### src/rtl/multicycle_ctrl_fsm_pkg.sv
// Shared opcode constants, state encoding and datapath select encodings
// for the multicycle control FSM.
package multicycle_ctrl_fsm_pkg;

  localparam logic [6:0] OPC_LOAD   = 7'h03;
  localparam logic [6:0] OPC_STORE  = 7'h23;
  localparam logic [6:0] OPC_OP     = 7'h33;
  localparam logic [6:0] OPC_OP_IMM = 7'h13;
  localparam logic [6:0] OPC_BRANCH = 7'h63;
  localparam logic [6:0] OPC_JAL    = 7'h6F;
  localparam logic [6:0] OPC_JALR   = 7'h67;
  localparam logic [6:0] OPC_SYSTEM = 7'h73;

  typedef enum logic [3:0] {
    ST_FETCH, ST_DECODE, ST_MEM_ADDR, ST_MEM_RD, ST_MEM_WB, ST_MEM_WR, ST_EXEC_R,
    ST_EXEC_I, ST_ALU_WB, ST_BRANCH, ST_JAL, ST_JALR, ST_HALT, ST_TRAP
  } state_e;

  localparam logic [1:0] PCSRC_ALU       = 2'b00;
  localparam logic [1:0] PCSRC_ALUOUT    = 2'b01;
  localparam logic [1:0] PCSRC_ALU_ALIGN = 2'b10;

  localparam logic [1:0] SRCA_PC     = 2'b00;
  localparam logic [1:0] SRCA_REG_A  = 2'b01;
  localparam logic [1:0] SRCA_OLD_PC = 2'b10;

  localparam logic [1:0] SRCB_REG_B = 2'b00;
  localparam logic [1:0] SRCB_FOUR  = 2'b01;
  localparam logic [1:0] SRCB_IMM   = 2'b10;

  localparam logic [1:0] ALUOP_ADD    = 2'b00;
  localparam logic [1:0] ALUOP_BRANCH = 2'b01;
  localparam logic [1:0] ALUOP_RTYPE  = 2'b10;
  localparam logic [1:0] ALUOP_ITYPE  = 2'b11;

  localparam logic [1:0] REGSRC_ALUOUT = 2'b00;
  localparam logic [1:0] REGSRC_MDR    = 2'b01;
  localparam logic [1:0] REGSRC_PC     = 2'b10;

  localparam logic [1:0] TRAP_NONE    = 2'b00;
  localparam logic [1:0] TRAP_ILLEGAL = 2'b01;
  localparam logic [1:0] TRAP_TIMEOUT = 2'b10;

  // Datapath control bundle decoded from the current state
  typedef struct packed {
    logic       pc_write;
    logic       pc_write_cond;
    logic       i_or_d;
    logic       mem_read;
    logic       mem_write;
    logic       ir_write;
    logic       reg_write;
    logic [1:0] pc_source;
    logic [1:0] alu_src_a;
    logic [1:0] alu_src_b;
    logic [1:0] alu_op;
    logic [1:0] reg_src;
    logic       is_ecall;
    logic       trap;
    logic [1:0] trap_cause;
  } ctrl_t;

  function automatic logic is_mem_state(state_e s);
    return (s == ST_FETCH) || (s == ST_MEM_RD) || (s == ST_MEM_WR);
  endfunction

endpackage

### src/rtl/multicycle_ctrl_perf_cnt.sv
// Cycle and retired-instruction counters; present only when CTRL_PERF_CNT_EN
// is defined, otherwise both outputs are tied to zero with no flops.
module ctrl_perf_cnt #(
  parameter int unsigned CNT_W = 32
) (
  input  logic             clk,
  input  logic             reset,
  input  logic             i_cycle_en,
  input  logic             i_instret,
  output logic [CNT_W-1:0] o_cycle_cnt,
  output logic [CNT_W-1:0] o_instret_cnt
);

`ifdef CTRL_PERF_CNT_EN
  logic [CNT_W-1:0] r_cycle_cnt;
  logic [CNT_W-1:0] r_instret_cnt;

  // Both counters wrap naturally at 2^CNT_W
  always_ff @(posedge clk) begin
    if (reset) begin
      r_cycle_cnt   <= '0;
      r_instret_cnt <= '0;
    end else begin
      if (i_cycle_en) r_cycle_cnt <= r_cycle_cnt + CNT_W'(1);
      if (i_instret)  r_instret_cnt <= r_instret_cnt + CNT_W'(1);
    end
  end

  assign o_cycle_cnt   = r_cycle_cnt;
  assign o_instret_cnt = r_instret_cnt;
`else
  logic w_unused;
  assign w_unused      = &{1'b0, clk, reset, i_cycle_en, i_instret};
  assign o_cycle_cnt   = '0;
  assign o_instret_cnt = '0;
`endif

endmodule

### src/rtl/multicycle_ctrl_fsm.sv
// Multicycle RISC-V style control unit: Moore-decoded datapath strobes with a
// memory wait timeout. Define CTRL_PERF_CNT_EN to enable the performance counters.
module multicycle_ctrl_fsm
  import multicycle_ctrl_fsm_pkg::*;
#(
  parameter int unsigned MEM_TIMEOUT = 16,
  parameter int unsigned CNT_W       = 32
) (
  input  logic             clk,
  input  logic             reset,
  input  logic [6:0]       opcode,
  input  logic             mem_ready,
  output logic             pc_write,
  output logic             pc_write_cond,
  output logic             i_or_d,
  output logic             mem_read,
  output logic             mem_write,
  output logic             ir_write,
  output logic             reg_write,
  output logic [1:0]       pc_source,
  output logic [1:0]       alu_src_a,
  output logic [1:0]       alu_src_b,
  output logic [1:0]       alu_op,
  output logic [1:0]       reg_src,
  output logic             is_ecall,
  output logic             trap,
  output logic [1:0]       trap_cause,
  output logic [CNT_W-1:0] cycle_cnt,
  output logic [CNT_W-1:0] instret_cnt
);

  localparam int unsigned TIMEOUT_LAST = (MEM_TIMEOUT == 0) ? 0 : MEM_TIMEOUT - 1;

  state_e           r_state;
  state_e           w_state_next;
  logic [1:0]       r_trap_cause;
  logic [1:0]       w_trap_cause_next;
  logic [CNT_W-1:0] r_wait_cnt;
  logic             w_timeout;
  ctrl_t            w_ctrl;

  assign w_timeout = (MEM_TIMEOUT != 0) && is_mem_state(r_state) && !mem_ready &&
                     (r_wait_cnt == CNT_W'(TIMEOUT_LAST));

  always_ff @(posedge clk) begin
    if (reset) begin
      r_state      <= ST_FETCH;
      r_trap_cause <= TRAP_NONE;
    end else begin
      r_state      <= w_state_next;
      r_trap_cause <= w_trap_cause_next;
    end
  end

  // Memory wait counter restarts on every state entry
  always_ff @(posedge clk) begin
    if (reset || (w_state_next != r_state)) begin
      r_wait_cnt <= '0;
    end else if (is_mem_state(r_state) && !mem_ready) begin
      r_wait_cnt <= r_wait_cnt + CNT_W'(1);
    end
  end

  always_comb begin
    w_state_next      = r_state;
    w_trap_cause_next = r_trap_cause;
    case (r_state)
      ST_FETCH: begin
        if (mem_ready) begin
          w_state_next = ST_DECODE;
        end else if (w_timeout) begin
          w_state_next      = ST_TRAP;
          w_trap_cause_next = TRAP_TIMEOUT;
        end
      end
      ST_DECODE: begin
        case (opcode)
          OPC_LOAD, OPC_STORE: w_state_next = ST_MEM_ADDR;
          OPC_OP:              w_state_next = ST_EXEC_R;
          OPC_OP_IMM:          w_state_next = ST_EXEC_I;
          OPC_BRANCH:          w_state_next = ST_BRANCH;
          OPC_JAL:             w_state_next = ST_JAL;
          OPC_JALR:            w_state_next = ST_JALR;
          OPC_SYSTEM:          w_state_next = ST_HALT;
          default: begin
            w_state_next      = ST_TRAP;
            w_trap_cause_next = TRAP_ILLEGAL;
          end
        endcase
      end
      ST_MEM_ADDR: w_state_next = (opcode == OPC_STORE) ? ST_MEM_WR : ST_MEM_RD;
      ST_MEM_RD, ST_MEM_WR: begin
        if (mem_ready) begin
          w_state_next = (r_state == ST_MEM_RD) ? ST_MEM_WB : ST_FETCH;
        end else if (w_timeout) begin
          w_state_next      = ST_TRAP;
          w_trap_cause_next = TRAP_TIMEOUT;
        end
      end
      ST_EXEC_R, ST_EXEC_I: w_state_next = ST_ALU_WB;
      ST_MEM_WB, ST_ALU_WB, ST_BRANCH, ST_JAL, ST_JALR: w_state_next = ST_FETCH;
      ST_HALT, ST_TRAP: w_state_next = r_state;
      default: w_state_next = ST_FETCH;
    endcase
  end

  always_comb begin
    w_ctrl = '0;
    case (r_state)
      ST_FETCH: begin
        w_ctrl.mem_read  = 1'b1;
        w_ctrl.alu_src_b = SRCB_FOUR;
        w_ctrl.ir_write  = mem_ready;
        w_ctrl.pc_write  = mem_ready;
        w_ctrl.pc_source = PCSRC_ALU;
        w_ctrl.alu_src_a = SRCA_PC;
      end
      ST_DECODE: begin
        w_ctrl.alu_src_a = SRCA_OLD_PC;
        w_ctrl.alu_src_b = SRCB_IMM;
      end
      ST_MEM_ADDR: begin
        w_ctrl.alu_src_a = SRCA_REG_A;
        w_ctrl.alu_src_b = SRCB_IMM;
      end
      ST_MEM_RD: begin
        w_ctrl.mem_read = 1'b1;
        w_ctrl.i_or_d   = 1'b1;
      end
      ST_MEM_WB: begin
        w_ctrl.reg_write = 1'b1;
        w_ctrl.reg_src   = REGSRC_MDR;
      end
      ST_MEM_WR: begin
        w_ctrl.mem_write = 1'b1;
        w_ctrl.i_or_d    = 1'b1;
      end
      ST_EXEC_R: begin
        w_ctrl.alu_src_a = SRCA_REG_A;
        w_ctrl.alu_src_b = SRCB_REG_B;
        w_ctrl.alu_op    = ALUOP_RTYPE;
      end
      ST_EXEC_I: begin
        w_ctrl.alu_src_a = SRCA_REG_A;
        w_ctrl.alu_src_b = SRCB_IMM;
        w_ctrl.alu_op    = ALUOP_ITYPE;
      end
      ST_ALU_WB: begin
        w_ctrl.reg_write = 1'b1;
        w_ctrl.reg_src   = REGSRC_ALUOUT;
      end
      ST_BRANCH: begin
        w_ctrl.alu_src_a     = SRCA_REG_A;
        w_ctrl.alu_src_b     = SRCB_REG_B;
        w_ctrl.alu_op        = ALUOP_BRANCH;
        w_ctrl.pc_write_cond = 1'b1;
        w_ctrl.pc_source     = PCSRC_ALUOUT;
      end
      ST_JAL: begin
        w_ctrl.pc_write  = 1'b1;
        w_ctrl.pc_source = PCSRC_ALUOUT;
        w_ctrl.reg_write = 1'b1;
        w_ctrl.reg_src   = REGSRC_PC;
      end
      ST_JALR: begin
        w_ctrl.alu_src_a = SRCA_REG_A;
        w_ctrl.alu_src_b = SRCB_IMM;
        w_ctrl.alu_op    = ALUOP_ADD;
        w_ctrl.pc_write  = 1'b1;
        w_ctrl.pc_source = PCSRC_ALU_ALIGN;
        w_ctrl.reg_write = 1'b1;
        w_ctrl.reg_src   = REGSRC_PC;
      end
      ST_HALT: w_ctrl.is_ecall = 1'b1;
      ST_TRAP: begin
        w_ctrl.trap       = 1'b1;
        w_ctrl.trap_cause = r_trap_cause;
      end
      default: w_ctrl = '0;
    endcase
  end

  assign pc_write      = w_ctrl.pc_write;
  assign pc_write_cond = w_ctrl.pc_write_cond;
  assign i_or_d        = w_ctrl.i_or_d;
  assign mem_read      = w_ctrl.mem_read;
  assign mem_write     = w_ctrl.mem_write;
  assign ir_write      = w_ctrl.ir_write;
  assign reg_write     = w_ctrl.reg_write;
  assign pc_source     = w_ctrl.pc_source;
  assign alu_src_a     = w_ctrl.alu_src_a;
  assign alu_src_b     = w_ctrl.alu_src_b;
  assign alu_op        = w_ctrl.alu_op;
  assign reg_src       = w_ctrl.reg_src;
  assign is_ecall      = w_ctrl.is_ecall;
  assign trap          = w_ctrl.trap;
  assign trap_cause    = w_ctrl.trap_cause;

  // Retirement is any return to FETCH from an instruction's final state
  logic w_cycle_en;
  logic w_instret;
  assign w_cycle_en = (r_state != ST_HALT) && (r_state != ST_TRAP);
  assign w_instret  = (w_state_next == ST_FETCH) && (r_state != ST_FETCH);

  ctrl_perf_cnt #(.CNT_W(CNT_W)) u_perf_cnt (
    .clk          (clk),
    .reset        (reset),
    .i_cycle_en   (w_cycle_en),
    .i_instret    (w_instret),
    .o_cycle_cnt  (cycle_cnt),
    .o_instret_cnt(instret_cnt)
  );

endmodule
### config.mk
export PLATFORM = sky130hd
export DESIGN_NAME = multicycle_ctrl_fsm
export DESIGN_NICKNAME = d
export VERILOG_FILES = /design/src/rtl/multicycle_ctrl_fsm_pkg.sv /design/src/rtl/multicycle_ctrl_perf_cnt.sv /design/src/rtl/multicycle_ctrl_fsm.sv
export SDC_FILE = /design/constraint.sdc
export NUM_CORES = 1
export LEC_CHECK = 0
export CAP_MARGIN = 20
export CORE_MARGIN = 3
export CORE_UTILIZATION = 47
export CTS_CLUSTER_SIZE = 14
export DETAILED_ROUTE_END_ITERATION = 6
export GPL_TIMING_DRIVEN = 0
export MAX_ROUTING_LAYER = met4
export PLACE_DENSITY = 0.82
export SETUP_SLACK_MARGIN = 0.1
export SKIP_CTS_REPAIR_TIMING = 1
export SLEW_MARGIN = 20
export SYNTH_ARGS = -nofsm -noshare
export SYNTH_HDL_FRONTEND = slang
export SYNTH_HIERARCHICAL = 1
export SYNTH_SLANG_ARGS = --single-unit
### constraint.sdc
create_clock -name clk -period 2.51 [get_ports clk]
set_clock_uncertainty 0.15 [all_clocks]
set_input_delay 0.251 -clock clk [delete_from_list [all_inputs] [get_ports clk]]
set_output_delay 0.251 -clock clk [all_outputs]
set_load 0.1 [all_outputs]
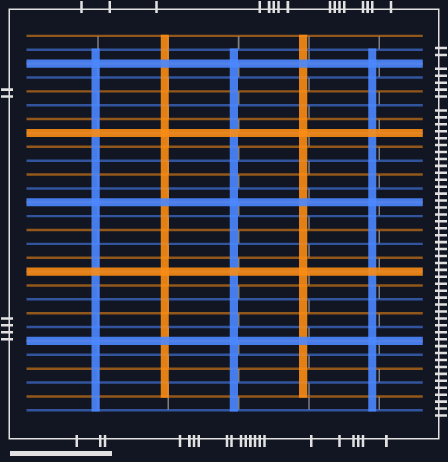
(run_1/pdn.png)
Bar = 20 um. Pins as bars on the die edge. Tap cells in grey.
VSS: shown in blue. VDD: shown in orange.
The core has 27 rows. 5 straps on met5. 28 met1 rails follow the rows.

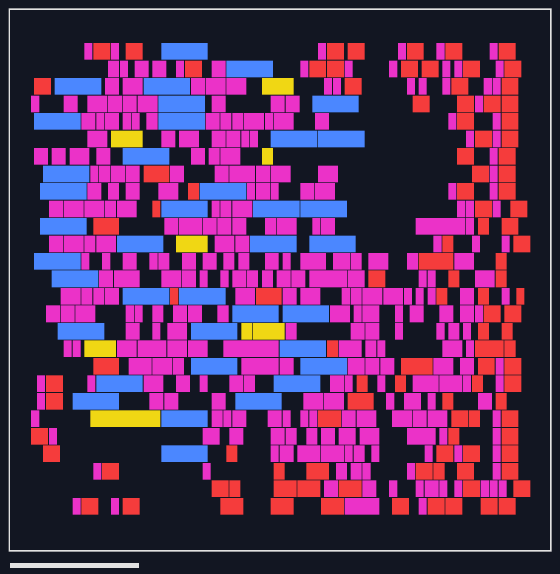
(run_1/cell_classes.png)
Bar = 20 um.
flip-flops: shown in blue, cells 38, share of their area 22%. all other logic: shown in magenta, cells 305, share of their area 52%. clock drivers and dummy loads: shown in yellow, cells 8, share of their area 3.1%. other buffers and delay cells: shown in red, cells 108, share of their area 23%.

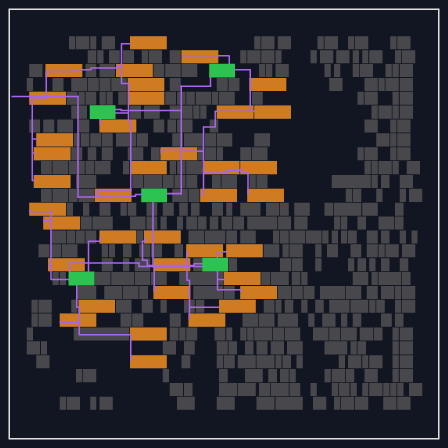
(run_1/clock_map.png)
flip-flops: shown in orange, count 38. cells driving clock nets: shown in green, count 5. clock wires: shown in purple, length 439 um.
There are 6 routed clock nets.

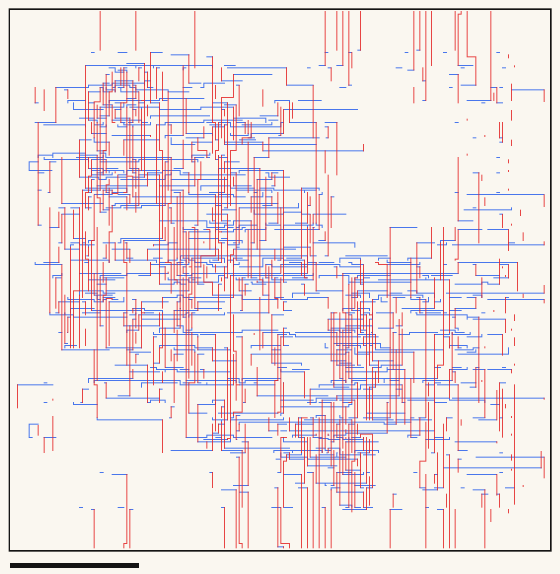
(run_1/metal_stack.png)
Bar = 20 um. Two of the layers only.
met2: shown in red, wire length 2940 um. met1: shown in blue, wire length 2630 um.

==> results.tsv, run 1 <==
metric	value	unit
grt_first_pass_wirelength	10100	um
timing.final.max_slew_violations	0	
path_clk_slew	70	ps
drive_gt1_share	34.2	%
nets	469	
biggestRegsByFlops	r_wait_cnt (32), r_state (4), r_trap_cause (2)	
post_drt_wl_per_cell	11.4	um
max-slew-margin-rel	35.5	%
run_status	completed	
critPathRequiredTime	2110	ps
cell_area_after_placement	0.00356	mm^2
floorplan.rows	27	
crit_type	flop to output port	
cts.sinks	38	
leakage_power	1.51	nW
r2r-start	r_state[0]	
placedCellCount	523	
die.size.x	84.0	um
synth_warnings	6	
cap_violations	0	
gr-total-overflow	0	
layout.cell_area.non_filler	0.00358	mm^2
holdCritStartpoint	r_trap_cause[1]	
## run 1: power breakdown
group	total, W	switching [W]	leakage, nW	internal [W]
Sequential	0.000620	0.00000755	0.307	0.000612
Combinational	0.00100	0.000799	1.15	0.000203
Clock	0.000505	0.000213	0.0579	0.000292
## run 1: cell usage in the layout (no fill, tap or decap), types with 8 or more instances in the layout
cell type,count
sky130_fd_sc_hd__buf_4,65
sky130_fd_sc_hd__clkbuf_2,19
sky130_fd_sc_hd__clkdlybuf4s50_1,8
sky130_fd_sc_hd__conb_1,64
sky130_fd_sc_hd__dfxtp_1,38
sky130_fd_sc_hd__nand2_1,27
sky130_fd_sc_hd__nand3_1,9
sky130_fd_sc_hd__nand4_1,10
sky130_fd_sc_hd__nor2_1,18
sky130_fd_sc_hd__nor2_2,33
sky130_fd_sc_hd__nor3_1,15
sky130_fd_sc_hd__nor4_1,12
sky130_fd_sc_hd__xnor2_1,29
## run 1: final cells by class
cell class	count	area, um^2
fillers	506	2130
multi-input cells	297	1790
flip-flops and latches	38	761
plain buffers	79	604
repair buffers	29	195
well taps	72	90.1
clock buffers	5	68.8
clock inverters	3	40.0
inverters	8	33.8
## run 1: worst max-delay path: stages (launching register included)
cell,delay (ps)
sky130_fd_sc_hd__dfxtp_1,300
sky130_fd_sc_hd__buf_2,210
sky130_fd_sc_hd__clkbuf_2,290
sky130_fd_sc_hd__xnor2_1,190
sky130_fd_sc_hd__nor3b_2,190
sky130_fd_sc_hd__buf_2,440
## run 1: per-layer routing
metal,share of wire [%],wire length (um),vias to the layer above,track usage [%]
met5,0,0,-,-
met4,0.91,55,0,4.82
met3,7.2,440,7,4.84
met2,49,2940,78,29.1
met1,43,2630,1134,20.1
li1,-,-,1290,-
--- run 2 (diff from run 1) ---
--- a/config.mk
+++ b/config.mk
@@ -14,4 +14,5 @@
 export MAX_ROUTING_LAYER = met4
 export PLACE_DENSITY = 0.82
+export REMOVE_ABC_BUFFERS = 1
 export SETUP_SLACK_MARGIN = 0.1
 export SKIP_CTS_REPAIR_TIMING = 1
--- a/constraint.sdc
+++ b/constraint.sdc
@@ -3,3 +3,3 @@
 set_input_delay 0.251 -clock clk [delete_from_list [all_inputs] [get_ports clk]]
 set_output_delay 0.251 -clock clk [all_outputs]
-set_load 0.1 [all_outputs]
+set_load 0.005 [all_outputs]
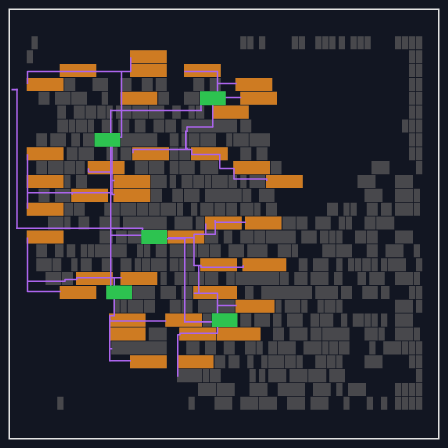
(run_2/clock_map.png)
flip-flops: shown in orange, count 38. clock wires: shown in purple, length 457 um. cells driving clock nets: shown in green, count 5.
There are 6 routed clock nets.

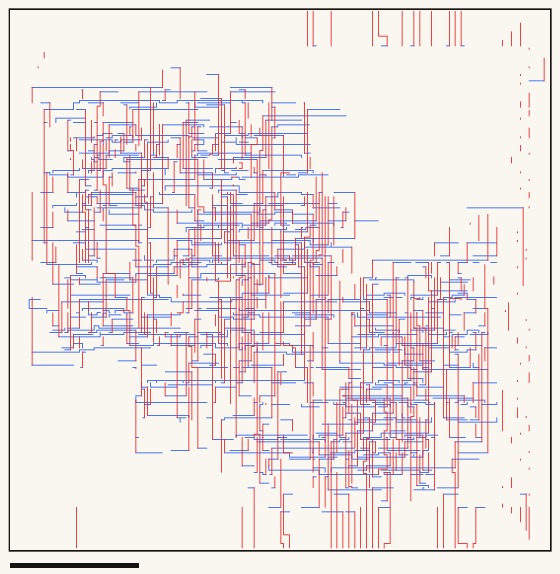
(run_2/metal_stack.png)
Bar = 20 um. Two of the layers only.
met2: shown in red, wire length 2920 um. met1: shown in blue, wire length 2480 um.

==> run 2 against run 1 <==
Compared with the run above:
- sequential cell count did not move
- worst setup slack better by 1.3 ps
- hold slack worse by 4.4 ps
- critical endpoint is now r_wait_cnt[20]
- largest cell class unchanged
==> results.tsv, run 2 <==
metric	value	unit	change
final_layout_top_logic_cell	sky130_fd_sc_hd__conb_1		was sky130_fd_sc_hd__buf_4
timing.critical_path.buf_inv	2		was 3
layout.cell_area.non_filler	0.00326	mm^2	was 0.00358 mm^2
die.size.x	84.0	um	unchanged
wl_met3	463	um	was 440 um
floorplan.rows	27		unchanged
nets	404		was 469
post_drt_wl_per_cell	12.8	um	was 11.4 um
layout.area.comb	0.00179	mm^2	about the same
biggestRegsByFlops	r_wait_cnt (32), r_state (4), r_trap_cause (2)		unchanged
gr-total-overflow	0		unchanged
leakage_power	1.15	nW	was 1.51 nW
cp_max_fo	8		was 10
worst-path-stages	8		was 5
cell_area_after_placement	0.00291	mm^2	was 0.00356 mm^2
critPathRequiredTime	2600	ps	was 2110 ps
maxUsedRoutingLayer	met4		unchanged
cp_slowest_stage_delay	440	ps	about the same
placedCellCount	445		was 523
synth_warnings	6		unchanged
run_status	completed		unchanged
cap_violations	0		unchanged
cp_cell_sequence	clkdlybuf4s50_1, or2_2, a2111oi_2, o21a_2, xor2_4, nand4b_4, buf_12, nor2_2		was buf_2, clkbuf_2, xnor2_1, nor3b_2, buf_2
fill_cells	508		was 506
met2WireLength	2920	um	was 2940 um
final_cell_mix	sky130_fd_sc_hd__conb_1, sky130_fd_sc_hd__dfxtp_1, sky130_fd_sc_hd__nor2_2, sky130_fd_sc_hd__clkdlybuf4s50_1, sky130_fd_sc_hd__xnor2_1		was sky130_fd_sc_hd__buf_4, sky130_fd_sc_hd__conb_1, sky130_fd_sc_hd__dfxtp_1
cts.sinks	38		unchanged
drive_gt1_share	18.3	%	was 34.2%
==> run 2: final cells by class <==
type	count	area share [%]
clock buffer	6	2.54
tap	72	2.77
clock inverter	2	1.84
timing repair buffer	42	13.1
multi-input combinational	298	55.1
sequential	38	23.7
inverter	8	0.922
==> run 2: stage by stage <==
step	setup TNS, ps	total power (W)
3_5_place_dp	-12070	0.000933
6_report	0	0.00163
3_3_place_gp	-11770	0.000928
5_1_grt	0	0.00170
4_1_cts	-12190	0.00157
2_1_floorplan	0	0.000823
==> run 2: power by group <==
group          internal, W  switching (W)  total (W)  leakage [nW]
logic             0.000166       0.000178   0.000344         0.772
clock network     0.000424       0.000213   0.000637        0.0714
registers         0.000613      0.0000336   0.000646         0.309
total              0.00120       0.000425    0.00163          1.15
==> run 2: final timing paths <==
| check | from | to |
|---|---|---|
| setup / recovery | opcode[3] | r_wait_cnt[20] |
| hold / removal | r_trap_cause[1] | r_trap_cause[1] |
| setup reg to reg | r_wait_cnt[0] | r_wait_cnt[21] |
| hold reg to reg | r_trap_cause[1] | r_trap_cause[1] |
==> run 2: worst reg2reg max path, stage by stage (launching register included) <==
cell,delay [ps]
sky130_fd_sc_hd__dfxtp_1,400
sky130_fd_sc_hd__ha_1,240
sky130_fd_sc_hd__nor4b_1,310
sky130_fd_sc_hd__nand4_1,210
sky130_fd_sc_hd__nor3_2,280
sky130_fd_sc_hd__nand2_2,220
sky130_fd_sc_hd__nand4b_4,200
sky130_fd_sc_hd__buf_12,160
sky130_fd_sc_hd__nor2_2,40
==> run 2: routing by layer <==
metal / global-route usage, % / up-vias
li1: - / 1149
met1: 18.4 / 1103
met2: 25.4 / 107
met3: 3.55 / 12
met4: 4.97 / 0
met5: - / -
Power is estimated from default activity; no workload was simulated.
